run_1/detail.png
Window x 4 to 29, y 38 to 63 um. Cells in grey, sequential cells in the stronger grey; small squares are vias.
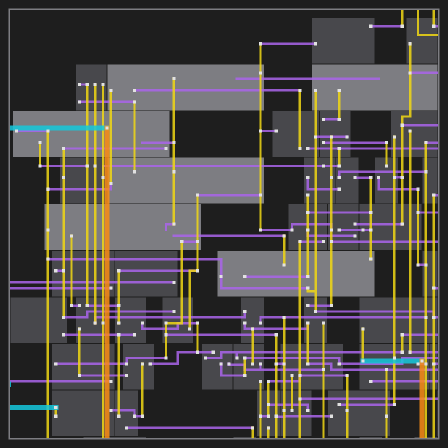
run_1/congestion.png
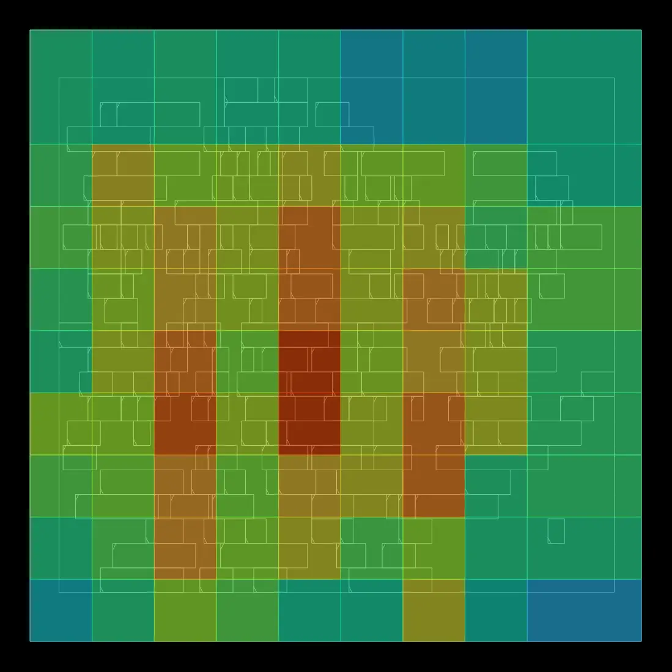
run_1/layer_met1.png
(6 px per um)
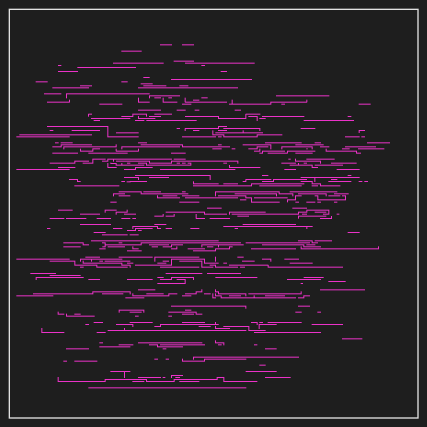
run_1/sizes.png
(6 px per um)
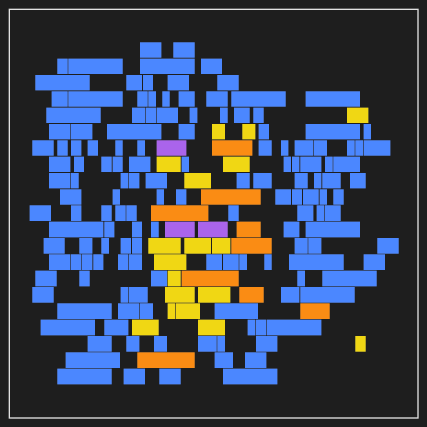
===== src/rtl/elevator_pkg.sv =====
// Shared constants, state encoding and floor-mask helpers for the three-floor elevator.
package elevator_pkg;

  localparam int unsigned NUM_FLOORS = 3;
  localparam int unsigned POS_MAX    = 4;

  localparam logic [1:0] DIR_STOP = 2'b00;
  localparam logic [1:0] DIR_UP   = 2'b01;
  localparam logic [1:0] DIR_DOWN = 2'b10;

  typedef enum logic [1:0] {
    IDLE,
    DOOR_OPEN,
    MOVING
  } state_e;

  function automatic logic [NUM_FLOORS-1:0] floor_onehot(input logic [1:0] f);
    logic [NUM_FLOORS-1:0] m;
    m = '0;
    for (int unsigned g = 0; g < NUM_FLOORS; g++) m[g] = ({30'd0, f} == g);
    return m;
  endfunction

  function automatic logic [NUM_FLOORS-1:0] above_mask(input logic [1:0] f);
    logic [NUM_FLOORS-1:0] m;
    m = '0;
    for (int unsigned g = 0; g < NUM_FLOORS; g++) m[g] = ({30'd0, f} < g);
    return m;
  endfunction

  function automatic logic [NUM_FLOORS-1:0] below_mask(input logic [1:0] f);
    logic [NUM_FLOORS-1:0] m;
    m = '0;
    for (int unsigned g = 0; g < NUM_FLOORS; g++) m[g] = ({30'd0, f} > g);
    return m;
  endfunction

endpackage


===== src/rtl/elevator_request_reg.sv =====
// Pending hall/cabin request bits with set/clear logic and the
// here/above/below/ahead flags evaluated against a selected floor.
module elevator_request_reg
  import elevator_pkg::*;
(
  input  logic                  clk,
  input  logic                  reset_n,
  input  logic [NUM_FLOORS-1:0] button_up,
  input  logic [NUM_FLOORS-1:0] button_down,
  input  logic [NUM_FLOORS-1:0] button_in,
  input  logic [1:0]            floor,
  input  logic [1:0]            dir,
  input  logic                  clear,
  input  logic                  suppress,
  output logic [NUM_FLOORS-1:0] req_up,
  output logic [NUM_FLOORS-1:0] req_down,
  output logic [NUM_FLOORS-1:0] req_in,
  output logic                  here,
  output logic                  above,
  output logic                  below,
  output logic                  ahead,
  output logic                  stop_req,
  output logic                  press_here
);

  localparam logic [NUM_FLOORS-1:0] UP_VALID   = 3'b011;
  localparam logic [NUM_FLOORS-1:0] DOWN_VALID = 3'b110;

  logic [NUM_FLOORS-1:0] req_up_q, req_up_d;
  logic [NUM_FLOORS-1:0] req_down_q, req_down_d;
  logic [NUM_FLOORS-1:0] req_in_q, req_in_d;

  logic [NUM_FLOORS-1:0] fl_oh, up_b, dn_b, keep, drop, any_req;

  always_comb begin
    fl_oh = floor_onehot(floor);
    up_b  = button_up & UP_VALID;
    dn_b  = button_down & DOWN_VALID;
    // Door-open presses at this floor only extend the dwell; clear beats set.
    keep  = suppress ? ~fl_oh : '1;
    drop  = clear ? ~fl_oh : '1;

    req_up_d   = (req_up_q | (up_b & keep)) & drop;
    req_down_d = (req_down_q | (dn_b & keep)) & drop;
    req_in_d   = (req_in_q | (button_in & keep)) & drop;

    press_here = |((up_b | dn_b | button_in) & fl_oh);

    any_req  = req_up_q | req_down_q | req_in_q;
    here     = |(any_req & fl_oh);
    above    = |(any_req & above_mask(floor));
    below    = |(any_req & below_mask(floor));
    ahead    = ((dir == DIR_UP) && above) || ((dir == DIR_DOWN) && below);
    stop_req = (|(req_in_q & fl_oh))
            || ((dir == DIR_UP) && (|(req_up_q & fl_oh)))
            || ((dir == DIR_DOWN) && (|(req_down_q & fl_oh)));
  end

  always_ff @(posedge clk or negedge reset_n) begin
    if (!reset_n) begin
      req_up_q   <= '0;
      req_down_q <= '0;
      req_in_q   <= '0;
    end else begin
      req_up_q   <= req_up_d;
      req_down_q <= req_down_d;
      req_in_q   <= req_in_d;
    end
  end

  assign req_up   = req_up_q;
  assign req_down = req_down_q;
  assign req_in   = req_in_q;

endmodule


===== src/rtl/elevator_sequencer.sv =====
// Three-floor elevator sequencer: request latching, half-floor position
// tracking and the IDLE / DOOR_OPEN / MOVING dwell-and-travel FSM.
module elevator_sequencer
  import elevator_pkg::*;
#(
  parameter int unsigned DOOR_CYCLES   = 4,
  parameter int unsigned TRAVEL_CYCLES = 2
) (
  input  logic       clk,
  input  logic       reset_n,
  input  logic [2:0] button_up,
  input  logic [2:0] button_down,
  input  logic [2:0] button_in,
  output logic [1:0] floor_cur,
  output logic       half_cur,
  output logic       open_cur,
  output logic [1:0] dir_cur,
  output logic [8:0] pending,
  output logic       busy
);

  localparam int unsigned CNT_MAX = (DOOR_CYCLES > TRAVEL_CYCLES) ? DOOR_CYCLES : TRAVEL_CYCLES;
  localparam int unsigned CNT_W   = $clog2(CNT_MAX + 1);
  localparam logic [CNT_W-1:0] DOOR_LOAD   = CNT_W'(DOOR_CYCLES);
  localparam logic [CNT_W-1:0] TRAVEL_LOAD = CNT_W'(TRAVEL_CYCLES);
  localparam logic [CNT_W-1:0] CNT_ONE     = CNT_W'(1);

  state_e           state_q, state_d;
  logic [2:0]       pos_q, pos_d;
  logic [CNT_W-1:0] cnt_q, cnt_d;
  logic [1:0]       dir_q, dir_d;
  logic             open_q, open_d;

  logic [2:0] pos_step;
  logic [1:0] eval_floor;
  logic       clear, suppress;
  logic [2:0] req_up, req_down, req_in;
  logic       here, above, below, ahead, stop_req, press_here;
  logic       arrive_stop, take_decision;
  state_e     dec_state;
  logic [1:0] dec_dir;

  // While moving, flags are evaluated for the floor about to be reached.
  always_comb begin
    pos_step = pos_q;
    if (state_q == MOVING) pos_step = (dir_q == DIR_DOWN) ? pos_q - 3'd1 : pos_q + 3'd1;
    eval_floor = pos_step[2:1];
    suppress   = (state_q == DOOR_OPEN);
  end

  elevator_request_reg u_req (
    .clk        (clk),
    .reset_n    (reset_n),
    .button_up  (button_up),
    .button_down(button_down),
    .button_in  (button_in),
    .floor      (eval_floor),
    .dir        (dir_q),
    .clear      (clear),
    .suppress   (suppress),
    .req_up     (req_up),
    .req_down   (req_down),
    .req_in     (req_in),
    .here       (here),
    .above      (above),
    .below      (below),
    .ahead      (ahead),
    .stop_req   (stop_req),
    .press_here (press_here)
  );

  always_comb begin
    dec_state = IDLE;
    dec_dir   = DIR_STOP;
    if (here) begin
      dec_state = DOOR_OPEN;
      dec_dir   = dir_q;
    end else if (above && ((dir_q != DIR_DOWN) || !below)) begin
      dec_state = MOVING;
      dec_dir   = DIR_UP;
    end else if (below) begin
      dec_state = MOVING;
      dec_dir   = DIR_DOWN;
    end
  end

  assign arrive_stop = (pos_step == 3'd0) || (pos_step == 3'(POS_MAX)) || stop_req || !ahead;

  always_comb begin
    state_d       = state_q;
    pos_d         = pos_q;
    cnt_d         = cnt_q;
    dir_d         = dir_q;
    open_d        = open_q;
    clear         = 1'b0;
    take_decision = 1'b0;

    unique case (state_q)
      IDLE: take_decision = 1'b1;
      DOOR_OPEN: begin
        if (press_here) begin
          cnt_d = DOOR_LOAD;
        end else if (cnt_q <= CNT_ONE) begin
          open_d        = 1'b0;
          take_decision = 1'b1;
        end else begin
          cnt_d = cnt_q - CNT_ONE;
        end
      end
      MOVING: begin
        if (cnt_q <= CNT_ONE) begin
          pos_d = pos_step;
          cnt_d = TRAVEL_LOAD;
          if (!pos_step[0] && arrive_stop) begin
            state_d = DOOR_OPEN;
            cnt_d   = DOOR_LOAD;
            open_d  = 1'b1;
            clear   = 1'b1;
          end
        end else begin
          cnt_d = cnt_q - CNT_ONE;
        end
      end
      default: state_d = IDLE;
    endcase

    if (take_decision) begin
      state_d = dec_state;
      dir_d   = dec_dir;
      unique case (dec_state)
        DOOR_OPEN: begin
          cnt_d  = DOOR_LOAD;
          open_d = 1'b1;
          clear  = 1'b1;
        end
        MOVING: begin
          cnt_d  = TRAVEL_LOAD;
          open_d = 1'b0;
        end
        default: begin
          cnt_d  = '0;
          open_d = 1'b0;
        end
      endcase
    end
  end

  always_ff @(posedge clk or negedge reset_n) begin
    if (!reset_n) begin
      state_q <= IDLE;
      pos_q   <= '0;
      cnt_q   <= '0;
      dir_q   <= DIR_STOP;
      open_q  <= 1'b0;
    end else begin
      state_q <= state_d;
      pos_q   <= pos_d;
      cnt_q   <= cnt_d;
      dir_q   <= dir_d;
      open_q  <= open_d;
    end
  end

  assign floor_cur = pos_q[2:1];
  assign half_cur  = pos_q[0];
  assign open_cur  = open_q;
  assign dir_cur   = dir_q;
  assign pending   = {req_in, req_down, req_up};
  assign busy      = (state_q != IDLE);

endmodule


===== config.mk =====
export PLATFORM = sky130hd
export DESIGN_NAME = elevator_sequencer
export DESIGN_NICKNAME = d
export VERILOG_FILES = /design/src/rtl/elevator_pkg.sv /design/src/rtl/elevator_request_reg.sv /design/src/rtl/elevator_sequencer.sv
export SDC_FILE = /design/constraint.sdc
export NUM_CORES = 1
export LEC_CHECK = 0
export CAP_MARGIN = 25
export CORE_MARGIN = 3
export CORE_UTILIZATION = 40
export CTS_CLUSTER_DIAMETER = 120
export CTS_CLUSTER_SIZE = 8
export DETAILED_ROUTE_END_ITERATION = 10
export PLACE_DENSITY = 0.62
export SETUP_SLACK_MARGIN = 0.15
export SLEW_MARGIN = 40
export SYNTH_ARGS = -nofsm -noshare
export SYNTH_HDL_FRONTEND = slang
export SYNTH_SLANG_ARGS = --single-unit

===== constraint.sdc =====
create_clock -name clk -period 8.57 [get_ports clk]
set_input_delay 1.714 -clock clk [delete_from_list [all_inputs] [get_ports clk]]
set_output_delay 1.714 -clock clk [all_outputs]
set_load 0.02 [all_outputs]

==> run notes, run 1 <==
The flow ran to the end, and the final reports show no timing, DRC or antenna violations. In the final layout, the share of cells above drive strength 1 is 17.0%. Clock root buffer master: clkbuf_8.

Per the hold report, the tightest min-delay path originates at cnt_q[1]$_DFFE_PN0P_. The tools report the area of the core as 3520 um2. The compound-cell area share of the yosys netlist works out to 32.8%. For the sequential area share after synthesis, the log shows 32.7%. The final layout contains routed wiring with a total length of 3560 um. The run gives 0 for the count of instances resized after the clock tree is built. The largest non-sequential cell family by area was AND-OR/OR-AND gates.

The script logs the ratio of routed vias to standard cells as 5.60. The number of ports placed on the die boundary is 27. The layout filler cell count came out at 362. For this design, the sink count on the clock tree is 20. The uppermost layer routed is met4. The flow reported a cell area power density of 306 nW/um2.

The run gives 500 um2 for the total area of sequential cells. The clock period could shrink to 3.40 ns. The insertion delay to the later sink of the worst-skew pair came out at 0.25 ns. With the number of buffers inserted during clock tree synthesis at 3, the highest clock rate is 294 MHz. Counting the clock-network buffers in the layout gives 3. For this run, the post-layout net count is 192. The number of nets in the synthesized netlist is 168. The multi-input combinational cells in the finished layout cover a total of 958 um2.

In this run, the synthesized area fraction spent on xor and xnor cells is recorded as 2.29%. Per STA, the worst path is made up of or2_2 > clkdlybuf4s50_1. The number of antenna violations at the first check in global routing was 0.

The floorplan utilization was 43.5%. The power report lists the combinational group at 338 uW. The placement-stage worst setup slack is 4.94 ns. The placement stage leaves a total instance area of 1780 um2.

After synthesis, the largest area contributor takes up 32.7% of total cell area. OpenSTA lists the critical path startpoint as state_q[1]$_DFFE_PN0P_. The share of total power dissipated in the clock network is 11.1%.

The vertical die size is 67.9 um. The endpoint of the worst hold path is reported as cnt_q[1]$_DFFE_PN0P_. The length of routed met2 wiring was 1750 um. The share of total power dissipated in combinational logic is 60.6%. Once placement completed, the tool counted placed cells totaling 219. Critical-path cell with the highest stage delay: clkdlybuf4s50_1.

Most used logic cell in the final layout: clkdlybuf4s50_1. The data required time at the worst endpoint is 6.86 ns, and the count of flip-flops with a built-in enable after synthesis is 0. The placed wire-length estimate after detailed placement was 2760 um; the inverter tally of the final layout excluding the clock network was 8.

In this run the tools logged warnings totalling 29. In the final layout, multi-input gates take up 52.6% of the cell area. The critical path capture point type is an output pin. Per report_power, the Sequential row totals 158 uW.

met3 track demand over resource after global routing is 2.13%. Grouping stages by cell kind, the critical path spends the most delay in buffers and inverters. For the row count, the log shows 21. With the count of multi-input gates at 121, the relative max-transition margin is 53.7%. For this run, the leading register cell type out of synthesis is dfrtp_1. The transition time at the pin with the least slew margin came out at 0.689 ns.

After synthesis, the design contains 154 cells according to Yosys. The tools report the routed length on met3 as 98 um. The biggest slice of the total power is consumed by combinational cells.

The cell depth of the worst min-delay path came out at 1. Fraction of the mapped netlist area in adder cells: 2.94%. The tightest hold path in the finished design has a slack of 0.542 ns. The maximum number of pins on one net before global-route repair was 21; the DRC marker count from the first detailed-route iteration was 76. For this design, the CTS-stage hold fixing added 0 buffers. The critical path runs through a total of 2 cells. After synthesis, the most frequently instantiated cells are dfrtp_1 (20), a21oi_1 (16), nor2_1 (16).

The number of cells on the worst reg-to-reg path is 9. Measured against the total synthesized area, the mux share comes to 5.80%. The worst setup path is of the flop to output pin kind. The buffer and inverter count on the worst path came out at 1. Dividing the final minimum period by the clock period gives 39.7%.

Across the routed clock network, the largest skew measured is 0.00300 ns. After synthesis, the mean cell area works out to 9.94 um2. Once layout is done, the placed cells without fillers occupy 1820 um2. TritonCTS built the clock tree. For the overall power of the completed layout, the log shows 557 uW. The first global-routing pass estimated 6470 um of wire. Summed over all failing endpoints, the final setup total negative slack is 0 ns. The run gives 0.000141 V as the worst ir drop on vdd.

The run gives 1372 as the via count of the first global-routing pass. In the layout the commonest cells are clkdlybuf4s50_1 (23), dfrtp_1 (20), nor2_1 (16), a21oi_1 (16), inv_1 (7). The main area contributors are dfrtp_1 (33%), a21oi_1 (5.2%), nor2_1 (3.9%), a21boi_4 (2.5%), xnor2_1 (2.3%). Per report_power, the Clock row totals 61.9 uW. STA reports a reg2reg setup slack of 5.22 ns. The area growth from synthesis to layout is 19.0%. For the number of tapcells, the log shows 46.

The run gives 0 for the count of inserted antenna diode cells. Post-CTS timing repair inserted 0 buffers for setup. The logs give 0 for the max-slew violation total from the final report and 0.835 for the global placement routability congestion. The overall overflow remaining after global route was 0. The number of buffer cells added on primary ports is 24, and the maximum fanout encountered on the critical timing path is 11. For this block, wires on met1 add up to 1670 um. The chip area line in the Yosys stat output reads 1530 um2. The internal power of the cells totals 301 uW.

STA lists the startpoint of the worst register-to-register path as dir_cur[1]$_DFFE_PN0P_. The capture point of the worst register-to-register path is recorded as dir_cur[1]$_DFFE_PN0P_. Flop share of the area: 27.5%.

Kind of launch point of the worst setup path: a flop. After detailed routing, the number of remaining DRC violations is 0. Synthesis produced a netlist whose cell count is 154.

The net switching component of the power came out at 256 uW. Endpoint of the most critical setup path: busy. The horizontal die size was 67.9 um; the share of power burned in registers was 28.3%.

The run gives 5.17 ns as the least setup slack across all paths after layout. Setup repair after global routing left no endpoint under its margin. STA reports the tightest min-delay check as being of type flop to flop.

The length of the first detailed-routing pass in iterations was 4; the fraction of registers with async set or reset after synthesis was 100%. According to the cell report, flip-flops and latches in the layout number 20. The count of different cell masters after synthesis is 57. The area fraction in and, or, nand and nor cells after synthesis works out to 18.7%.

The tools report the depth of the CTS H-tree as 1. The biggest slice of the area belongs to combinational gates. For this run, the number of Yosys warnings is 0. After floorplanning, the die was sized to cover 4610 um2. The count of nets left with antenna violations once routing finished came out at 0.

The tools report the largest buffer count on any clock path as 2. For the global-route track usage on met2, the log shows 32.4%. On met1, the global router reports a usage of 24.0%. The number of non-clock buffers in the layout was 24; the stage delay of the slowest cell on the critical path was 0.54 ns. The final route contains 1243 vias.

The switching part of the total power was 46.0%. The final non-filler cell total is 222. Most instantiated library cell after synthesis: dfrtp_1. Looking at the worst setup and hold paths, the clock pins of their registers show a slew of 0.07 ns. Across the run, the number of max-cap violations was 0.

Counting endpoints that fail hold in the final report gives 0. The clock distribution area overhead in the final layout was 2.26%. On the critical path the data arrives at 1.69 ns. Endpoints with negative setup slack in the final report add up to 0. Non-clock buffers make up 12.9% of the layout cell area.
-- detail.png (at the start) --
colour	layer
purple	metal 1
orange	metal 4
yellow	metal 2
cyan	metal 3
sequential cells in the window	6
netlist names of flops here include	u_req.req_down (2), u_req.req_in (2), u_req.req_up (2)
cells with their middle in the window	39
most frequent	clkdlybuf4s50_1 (8), a21oi_1 (6), dfrtp_1 (6)

-- congestion.png (at the start) --
routed wirelength normalized by instance count: 16.0 um
most congested layer reported by global routing: met2
global routing usage summed across all routing layers: 18.4%
Finished Core Util: 51.8%

-- layer_met1.png (at the start) --
main direction	horizontal
longest straight run	26.2 um
nets with wire on the layer	171
wire length on this layer	1670 um
share of all routed wire	47%

-- sizes.png (at the start) --
colour	size	cells	share
orange	_3 and _4 cells	9	5.1%
purple	_6 and larger	3	1.7%
yellow	_2 cells	18	10%
blue	_0 and _1 cells	146	83%

==> run 1 -> run 2 <==
--- a/config.mk
+++ b/config.mk
@@ -11,7 +11,7 @@
 export CTS_CLUSTER_DIAMETER = 120
 export CTS_CLUSTER_SIZE = 8
 export DETAILED_ROUTE_END_ITERATION = 10
-export PLACE_DENSITY = 0.62
+export PLACE_DENSITY = 0.65
 export SETUP_SLACK_MARGIN = 0.15
 export SLEW_MARGIN = 40
 export SYNTH_ARGS = -nofsm -noshare
==> constraint.sdc (replaced) <==
create_clock -name clk -period 2.85 [get_ports clk]
set_input_delay 0.57 -clock clk [delete_from_list [all_inputs] [get_ports clk]]
set_output_delay 0.57 -clock clk [all_outputs]
set_load 0.02 [all_outputs]
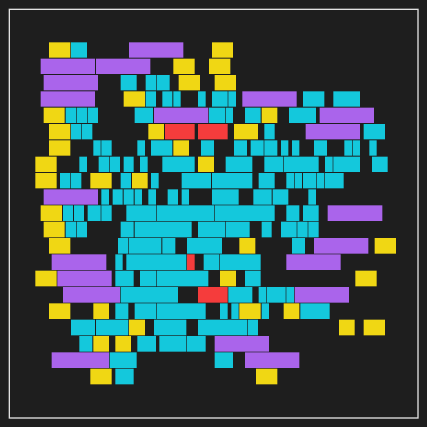
run_2/placement_by_type.png
(6 px per um)
colour	class	cells
yellow	other buffers and delay cells	38
red	clock drivers and dummy loads	4
purple	flops	20
cyan	combinational and other logic	129

==> run 2 against run 1 <==
  * Hold slack better by 0.0038 ns
  * Critical path type is now flop to flop
  * Sequential cell count unchanged
  * Clock power increased to 3.2 times the previous value
  * Worst setup slack got worse by 5.1 ns
==> run notes, run 2 <==
By area the synthesized netlist is led by dfrtp_1 (33%), a21oi_1 (5.2%), nor2_1 (3.9%), a21boi_4 (2.5%), xnor2_1 (2.3%). The worst hold margin is 0.546 ns (+0.00376 ns), and the net switching component of the power is 828 uW (+220%). With the via count of the first global-routing pass at 1296 (-5.5%), the synthesized instance count is 154 (unchanged).

Total length of routed wires: 3710 um (+4.3%). The routed length on met3 was 121 um (+23%); the highest clock rate was 358 MHz. The internal cell power came out at 1.03 mW (+240%). The run gives 43.5% (unchanged) for the floorplan utilization. The average detailed-routed wire length per instance was 15.7 um (-2.3%).

The number of tapcells was 46 (unchanged); the DRC marker count from the first detailed-route iteration was 34 (-55%). The area of combinational cells with multiple inputs is 1040 um2 (+8.5%). The flop share of the area was 24.8% (-2.7 points). The run gives 0 (unchanged) for the count of inserted antenna diode cells. Leaving out fill and tap cells, the most frequent cells in the layout are clkdlybuf4s50_1 (24), dfrtp_1 (18), nor2_1 (16), a21oi_1 (16), buf_4 (13).

The Yosys chip area is 1530 um2 (unchanged), and the mean instance size in the synthesized netlist is 9.94 um2 (unchanged). The flow ran to the end, and the final reports show no timing, DRC or antenna violations. In this run the layout overhead on the synthesized area is reported as 32.5%. The compound-cell area share of the yosys netlist works out to 32.8% (unchanged). The run gives 22.9% (-1.2 points) for the met1 demand-to-capacity share in global routing. The detail-routed via count per cell was 5.59 (-0.15%); the count of cell instances traversed by the critical path was 10 (+8). Vertical die size: 67.9 um (unchanged). The tools report the destination of the worst register-to-register timing path as dir_cur[0]$_DFFE_PN0P_.

The startpoint identified for the worst hold timing path is cnt_q[1]$_DFFE_PN0P_. The sequential area share after synthesis was 32.7% (unchanged). The critical path capture point type was a flop. The run gives 2.22% (-0.045 points) for the clock distribution area overhead in the final layout. The final cell utilization of the core was 57.6% (+5.9 points).

The endpoint of the most critical setup path is dir_cur[0]$_DFFE_PN0P_. Critical-path cell with the highest stage delay: or3b_4. The final non-filler cell total came out at 237 (+6.8%). The run gives 322 (-11%) for the layout filler cell count. Row count: 21 (unchanged). The top cell family by delay on the critical path is simple AND/OR/NAND/NOR gates. The number of antenna violations at the first check in global routing was 0 (unchanged). The run gives 198 uW (+220%) for the clock distribution power.

The horizontal die size was 67.9 um (unchanged); the number of cell instances after yosys synthesis was 154 (unchanged). The run gives 54.3% (+0.65 points) as the relative max-transition margin. The count of buffers added by post-CTS timing repair for setup is 4 (+4), and the data required time at the worst endpoint is 3.00 ns (-3.86 ns). The total sequential power came out at 480 uW (+200%). With the placement-stage worst setup slack at 0.0577 ns (-4.88 ns), the post-synthesis share of cell area spent on xor and xnor gates is 2.29% (unchanged). The ratio of total power to cell area is 915 nW/um2 (+200%). The most instantiated library cell after synthesis is dfrtp_1. The worst setup path is of the flop to flop kind. The run gives 20 (unchanged) for the clock net sink count. The fraction of registers with async set or reset after synthesis came out at 100% (unchanged).

Length of routed met2 wiring: 1880 um (+7.4%). The run gives 0 (unchanged) for the max-slew violation total from the final report. First element of the critical path: dir_cur[1]$_DFFE_PN0P_. The setup TNS was 0 ns (unchanged); the final setup violation count was 0 (unchanged).

The tools report the count of multi-input gates as 121 (unchanged). For the count of different cell masters after synthesis, the log shows 57 (unchanged). Setup repair after global routing could not meet its margin everywhere. The uppermost layer routed was met4. The tools report the placed cell area as 1910 um2 (+7.2%).

The run gives 2.94% (unchanged) for the fraction of the mapped netlist area in adder cells. The total area of sequential cells was 503 um2 (+0.50%); the post-route met1 wirelength was 1680 um (+0.66%). The cell sitting at the root of the clock tree is a clkbuf_8. The biggest slice of the total power is consumed by combinational cells.

The portion of the layout cell area used by non-clock buffers was 17.2% (+4.3 points); the largest buffer count on any clock path was 2 (unchanged). The remaining antenna violation count after routing is 0 (unchanged). The worst ir drop on vdd is 0.000474 V (+240%). The clock skew was 0.00621 ns (+0.00321 ns); the count of flip-flops with a built-in enable after synthesis was 0 (unchanged).

Most used logic cell in the final layout: clkdlybuf4s50_1. For the relative contribution of the clock network to total power, the log shows 10.7% (-0.4 points). The global-route track usage on met2 was 28.8% (-3.6 points); the warning count from the yosys run was 0 (unchanged). With the number of ports placed on the die boundary at 27 (unchanged), the least setup slack across all paths after layout is 0.0561 ns (-5.11 ns).

By count the netlist is led by dfrtp_1 (20), a21oi_1 (16), nor2_1 (16). The clock transition at the registers of the reported paths was 0.08 ns (about the same). The run gives 0.839 (+0.48%) as the global placement routability congestion. The global-route wire length before repair is 6040 um (-6.7%), and the maximum number of pins on one net before global-route repair is 21 (unchanged).

The tools report the depth of the CTS H-tree as 1 (unchanged). The area fraction in and, or, nand and nor cells after synthesis is 18.7% (unchanged). The number of buffers inserted during clock tree synthesis came out at 3 (unchanged).

STA classifies the critical path startpoint as a flop. With the final non-filler cell area at 2030 um2 (+11%), the logic share of the area is 51.2% (-1.3 points). Transition time at the pin with the least slew margin: 0.683 ns (-0.00585 ns). The run gives 5.80% (unchanged) for the multiplexer share of the synthesized area.

The run gives 229 (+4.6%) for the placed instance count. The run gives 98.0% for the final worst-path cycle share. The overall power of the completed layout was 1.86 mW (+230%); the post-detailed-route DRC marker count was 0 (unchanged).

The signal arrival time at the worst endpoint was 2.95 ns (+1.26 ns). For the finished layout, the period the worst path requires is 2.79 ns. The worst-case reg-to-reg path depth was 10 (+1). TritonCTS built the clock tree.
==> run 2 -> run 3 <==
--- a/config.mk
+++ b/config.mk
@@ -7,13 +7,14 @@
 export LEC_CHECK = 0
 export CAP_MARGIN = 25
 export CORE_MARGIN = 3
-export CORE_UTILIZATION = 40
+export CORE_UTILIZATION = 30
 export CTS_CLUSTER_DIAMETER = 120
 export CTS_CLUSTER_SIZE = 8
 export DETAILED_ROUTE_END_ITERATION = 10
-export PLACE_DENSITY = 0.65
+export PLACE_DENSITY = 0.51
 export SETUP_SLACK_MARGIN = 0.15
 export SLEW_MARGIN = 40
 export SYNTH_ARGS = -nofsm -noshare
 export SYNTH_HDL_FRONTEND = slang
 export SYNTH_SLANG_ARGS = --single-unit
+export TNS_END_PERCENT = 10
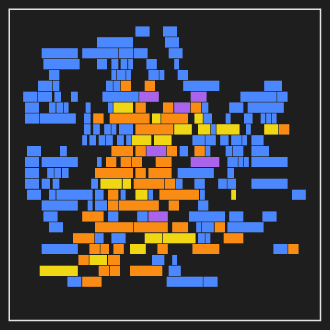
run_3/sizes.png
(4 px per um)
area delta synth->final: 44.9%
non-clock buffer instance count of the final layout: 53

==> run 3 against run 2 <==
  * Sequential share of layout area decreased by 2.2 points
  * First-iteration DRC count grew 130%
  * Total power is 11% higher
  * Largest cell class unchanged
  * Non-clock buffer count is 15 higher
  * Synthesized cell count stayed put
  * Combinational power is 19% higher
  * Highest routed layer unchanged
  * Maximum frequency up 2.0%
  * Hold slack lost 0.0068 ns
==> run notes, run 3 <==
The count of cell instances traversed by the critical path came out at 10 (unchanged). The run gives 253 (+10%) for the placed instance count. The flop share of the area was 22.6% (-2.2 points).

The data required time at the worst endpoint was 2.99 ns (about the same); the floorplan utilization was 31.8% (-12 points). Setup repair after global routing could not meet its margin everywhere. The minimum clock period after layout came out at 2.74 ns (-0.0545 ns). The Yosys chip area is 1530 um2 (unchanged), and the max-slew violation total from the final report is 0 (unchanged).

With the number of ports placed on the die boundary at 27 (unchanged), the final worst-path cycle share is 96.1% (-1.9 points). The transition time at the pin with the least slew margin works out to 0.716 ns (+0.0328 ns). The run gives 46.1% (-12 points) for the final cell utilization of the core.

The cell depth of the worst min-delay path is 1. The path type of the worst setup path is flop to flop. The final non-filler cell area came out at 2220 um2 (+9.4%). The setup TNS was 0 ns (unchanged). With the depth of the CTS H-tree at 1 (unchanged), the worst-case reg-to-reg path depth is 10 (unchanged). The tools report the total sequential power as 473 uW (-1%). The group that draws the most power in this run is combinational cells. Sorting the synthesized cells by how often they occur yields dfrtp_1 (20), a21oi_1 (16), nor2_1 (16). The number of tapcells was 67 (+46%). In the post-synthesis netlist, the biggest area contributors are dfrtp_1 (33%), a21oi_1 (5.2%), nor2_1 (3.9%), a21boi_4 (2.5%), xnor2_1 (2.3%). The detail-routed via count per cell was 5.20 (-7.0%); the total length of routed wires was 4330 um (+17%). The vertical die size was 77.5 um (+14%). The remaining antenna violation count after routing is 0 (unchanged). The clock distribution area overhead in the final layout is 2.03% (-0.19 points). Signal nets in the final route climb as high as met4. With the global-route track usage on met2 at 25.0% (-3.8 points), the number of cell instances after yosys synthesis is 154 (unchanged).

The run gives 51.9% (-2.5 points) as the relative max-transition margin. The relative contribution of the clock network to total power is 9.4% (-1.3 points), and the worst hold margin is 0.539 ns (-0.00684 ns). The logic share of the area is 48.6% (-2.6 points).

The run gives 20 (unchanged) as the clock net sink count. The run gives 57 (unchanged) for the count of different cell masters after synthesis. Destination of the worst register-to-register timing path: cnt_q[1]$_DFFE_PN0P_. The root buffer cell chosen for the clock tree is clkbuf_8. The post-detailed-route DRC marker count was 0 (unchanged); the area fraction in and, or, nand and nor cells after synthesis was 18.7% (unchanged). The clock distribution power is 194 uW (-2%), and the routed length on met3 is 170 um (+40%).

The synthesized instance count came out at 154 (unchanged). The run gives 5.80% (unchanged) for the multiplexer share of the synthesized area. The run gives 0.08 ns (about the same) for the clock transition at the registers of the reported paths.

The signal arrival time at the worst endpoint was 2.88 ns (-0.07 ns). The run gives 32.7% (unchanged) for the sequential area share after synthesis. In the synthesized netlist the dominant register cell turns out to be dfrtp_1. The fraction of the mapped netlist area in adder cells was 2.94% (unchanged). For the warning count from the yosys run, the log shows 0 (unchanged). Average detailed-routed wire length per instance: 15.8 um (+0.87%). The run gives 6870 um (+14%) for the global-route wire length before repair. The run gives 0 (unchanged) for the final setup violation count. Count of buffers added by post-CTS timing repair for setup: 5 (+1). Per STA, the worst path accumulates the most delay in the family AND-OR/OR-AND gates.

With the ratio of total power to cell area at 931 nW/um2 (+1.8%), the total area of sequential cells is 502 um2 (-0.25%). Placement-stage worst setup slack: 0.0644 ns (+0.00667 ns). The fraction of registers with async set or reset after synthesis works out to 100% (unchanged). The tools report the post-route met1 wirelength as 1950 um (+16%). The capture point of the critical path was reported as cnt_q[1]$_DFFE_PN0P_. The run gives 1465 (+13%) for the via count of the first global-routing pass. The tools report the met1 demand-to-capacity share in global routing as 17.8% (-5.0 points). STA classifies the critical path endpoint as a flop.

The least setup slack across all paths after layout was 0.111 ns (+0.0545 ns). In the layout the commonest cells are buf_4 (26), clkdlybuf4s50_1 (24), dfrtp_1 (19). With the highest clock rate at 365 MHz (+2.0%), the portion of the layout cell area used by non-clock buffers is 21.5% (+4.3 points). The number of nets in the synthesized netlist is 168. The global placement routability congestion is 0.804 (-4.2%), and the internal cell power is 1.16 mW (+13%). The origin of the worst min-delay path was cnt_q[1]$_DFFE_PN0P_. The compound-cell area share of the yosys netlist is 32.8% (unchanged). The flow ran to the end, and the final reports show no timing, DRC or antenna violations. Layout filler cell count: 476 (+48%).

The count of flip-flops with a built-in enable after synthesis came out at 0 (unchanged). The mean instance size in the synthesized netlist was 9.94 um2 (unchanged). The clock skew is 0.00980 ns (+0.00359 ns), and the horizontal die size is 77.5 um (+14%). The length of routed met2 wiring was 2150 um (+14%); the placed cell area was 1940 um2 (+1.7%). The critical path starts at dir_cur[0]$_DFFE_PN0P_.

The tools report the number of buffers inserted during clock tree synthesis as 3 (unchanged). The net switching component of the power was 902 uW (+9.0%). The kind of launch point of the worst setup path is a flop. The most instantiated library cell after synthesis is dfrtp_1.

After global routing the overflow that remains totals 0. Row count: 25 (+19%). The critical-path cell with the highest stage delay is or3b_4. The count of inserted antenna diode cells is 0 (unchanged), and the number of antenna violations at the first check in global routing is 0 (unchanged). The post-synthesis share of cell area spent on xor and xnor gates was 2.29% (unchanged).

The tools report the DRC marker count from the first detailed-route iteration as 78 (+130%).
No activity file was given, so power comes from the tool's default toggle rates.
